Design mac_frame_accumulator, sky130hd; sources not shown.
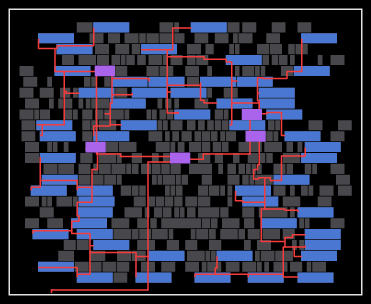
clock_wires.png
(4 px per um)
flip-flops -> blue  # count 56
clock wires -> red  # length 645 um
clock-net drivers -> purple  # count 5
routed clock nets = 6
clock share of power: 0.215
clk pwr: 206 uW

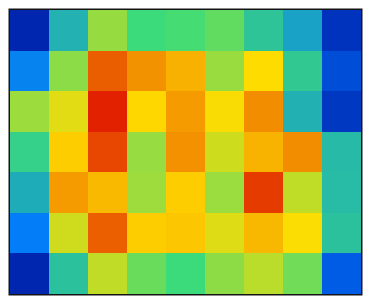
util_map.png
(4 px per um) The die is cut into 9 by 7 equal tiles; dark blue is low, red is high, 0 to 100% covered.
tiles over 75% full = 32%
emptiest ninth of the die = upper right
fullest tile = 96%
post-layout utilization of the core: 0.702
core area: 0.00544 mm2
FP Core Util: 0.568

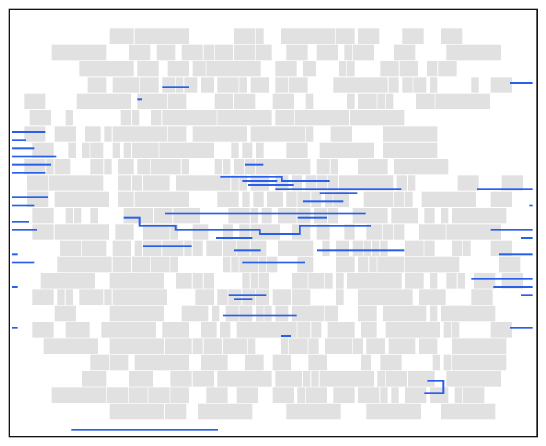
m3.png
(6 px per um)
longest straight run = 33.1 um
wire length on this layer = 348 um
share of all routed wire = 5.3%
nets with wire on the layer = 44
main direction = horizontal
overall routed net length: 6.63 mm
Via Count: 2533
global routing met3 resource utilization: 0.0362

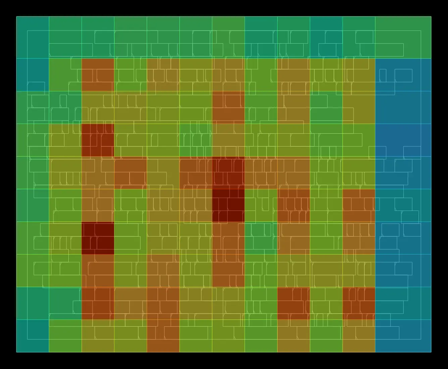
congestion_map.png
GR peak layer: met1
met1 usage: 0.335
Total GRT Usage: 0.217
WL/cell: 14.9 um

==> run_results.csv <==
group,metric,value,unit
clocking,cts_root_buf,"clkbuf_8",
synth,ys.flop_type,"dfrtp_1",
critical_path,slowest_delay,0.41,ns
synth,synth_area,0.00309,mm2
synth,top_cells_by_count,"dfrtp_1, nand2_1, nor2_1, ha_1",
clocking,postCtsHoldBufs,0,
critical_path,path_cells,"clkdlybuf4s50_1 > ha_1 > fa_1 > a21o_1 > a221oi_2 > o21ai_2 > a31o_2 > xnor2_2 > o21ai_1",
power_and_ir_drop,p_leak,1.75,nW
critical_path,crit_type,"in2reg",
layout,nFillCells,425,
layout,fin_nets,406,
layout,syn2layout_area_growth,23.6,%
synth,synth_cell_types,48,
final_timing,finalCritPeriodShare,0.553,
critical_path,crit_slowest_cell,"clkdlybuf4s50_1",
layout,drive_above_1_share,0.0681,
layout,final_area,0.00381,mm2
critical_path,endpoint_kind,"register",
critical_path,critPathRequiredTime,6.32,ns
route,ant_nets,0,
final_timing,maxSlewViolCount,0,
route,viasPerCell,5.69,
final_timing,setup_ws,2.77,ns
clocking,cts_max_level,2,
flow_run,drv_cap,0,
place,portBuffers,57,
place,routabilityCongestion,0.862,
floorplan,rows,24,
synth,synth_cells,311,
final_timing,tns,0,ns
place,place_ws,2.46,ns
route,firstDrtPassIters,4,
final_timing,worst_pin_slew,0.890,ns
flow_run,warnings,25,
floorplan,ios,58,
synth,top_area_cell,"dfrtp_1",
final_timing,max_freq,0.291,GHz
global_routing,grt_max_degree,57,
worst_hold_path,min_path_type,"reg2reg",
final_timing,rsz0062_at_grt,"false",
final_timing,finalCriticalPeriod,3.43,ns
floorplan,die_h,71.0,um
synth,async_flop_share,1.00,
route,drt_iter0_markers,223,
worst_hold_path,min_delay_path_depth,1,
layout,final_cells,445,
clocking,ctsResizeCount,0,
synth,syn_area_per_cell,9.92,um2
global_routing,first_global_vias,2293,
final_timing,slew_headroom,0.407,
clocking,clk_latency,0.31,ns
final_timing,hold_violations,0,
synth,top_cell_area_share,0.454,
synth,top_cell,"dfrtp_1",
floorplan,chipArea,0.00623,mm2
synth,yosys_warnings,0,
synth,synth-edff-count,0,
synth,postSynthSeqShare,0.454,
global_routing,overflow,0,
power_and_ir_drop,irDropWorstVdd,181,uV
clocking,clk_pin_slew,0.10,ns
clocking,cts_tree,"done",
floorplan,die_x,87.7,um
place,placedCellCount,437,
synth,area_leaders,"dfrtp_1, ha_1, nand2_1, xnor2_1, a22o_1",
clocking,cts_buffers,5,
synth,yosys_area,0.00309,mm2
clocking,clock-sinks,56,
run_status,status,"complete, no violations",
critical_path,path_max_fanout,4,
clocking,cts_setup_buffers,0,
layout,n_antenna_cell,0,
place,placed_area,0.00372,mm2
## metrics by stage
stage | hold slack [ns] | total power, mW | utilization
floorplan | 0.404 | 0.637 | -
global placement | 0.408 | 0.744 | 0.685
detailed placement | 0.418 | 0.755 | 0.685
CTS | 0.435 | 0.958 | 0.702
global route | 0.461 | 1.01 | 0.702
finish | 0.429 | 0.957 | 0.702
## cell usage in the layout (no fill, tap or decap), drive strengths merged, types with 3 or more instances in the layout
cell type      count
o21ai             15
xor2              11
nor2              24
clkbuf             8
clkdlybuf4s50     57
mux2               7
nand3              7
nor3               6
ha                18
o21a               3
a21o               5
nand4             10
a22o              12
a21oi             17
dfrtp             56
a31oi              5
nand2             48
inv                6
xnor2             18
buf                3
## where the power goes
part           leakage (nW)  switching (mW)  internal [mW]
combinational         0.954           0.159          0.154
clock                0.0455           0.114         0.0915
sequential            0.752          0.0294          0.409
## layout make-up
type,count,area (um2),share of cell area
well taps,78,97.6,0.0256
multi-input cells,237,1610,0.422
inverters,6,22.5,0.00591
repair buffers,60,593,0.156
clock buffers,8,90.1,0.0236
flip-flops and latches,56,1400,0.367
## metal layers
metal	part of all wire	vias up	global-route usage	wire [um]
met5	0	-	0	0
met4	0.0077	0	0.0496	51
met3	0.052	4	0.0362	348
met2	0.45	77	0.322	2980
met1	0.49	1230	0.335	3250
li1	-	1222	-	-
## cell families after synthesis
kind of cell / after synthesis / share of synthesized area
AND-OR/OR-AND: 73 / 0.170
XOR/XNOR: 29 / 0.0848
adder cells (fa/ha/maj): 19 / 0.0795
buffers and inverters: 18 / 0.0243
flip-flops: 56 / 0.454
multiplexers: 9 / 0.0320
AND/OR/NAND/NOR: 107 / 0.155
## worst max-delay path: cells and delay by family
kind	cells	cell delay, ns
compound gates	5	1.11
buf+inv	1	0.41
fa+ha+maj	2	0.64
xor+xnor	1	0.15
No activity file was given, so power comes from the tool's default toggle rates.
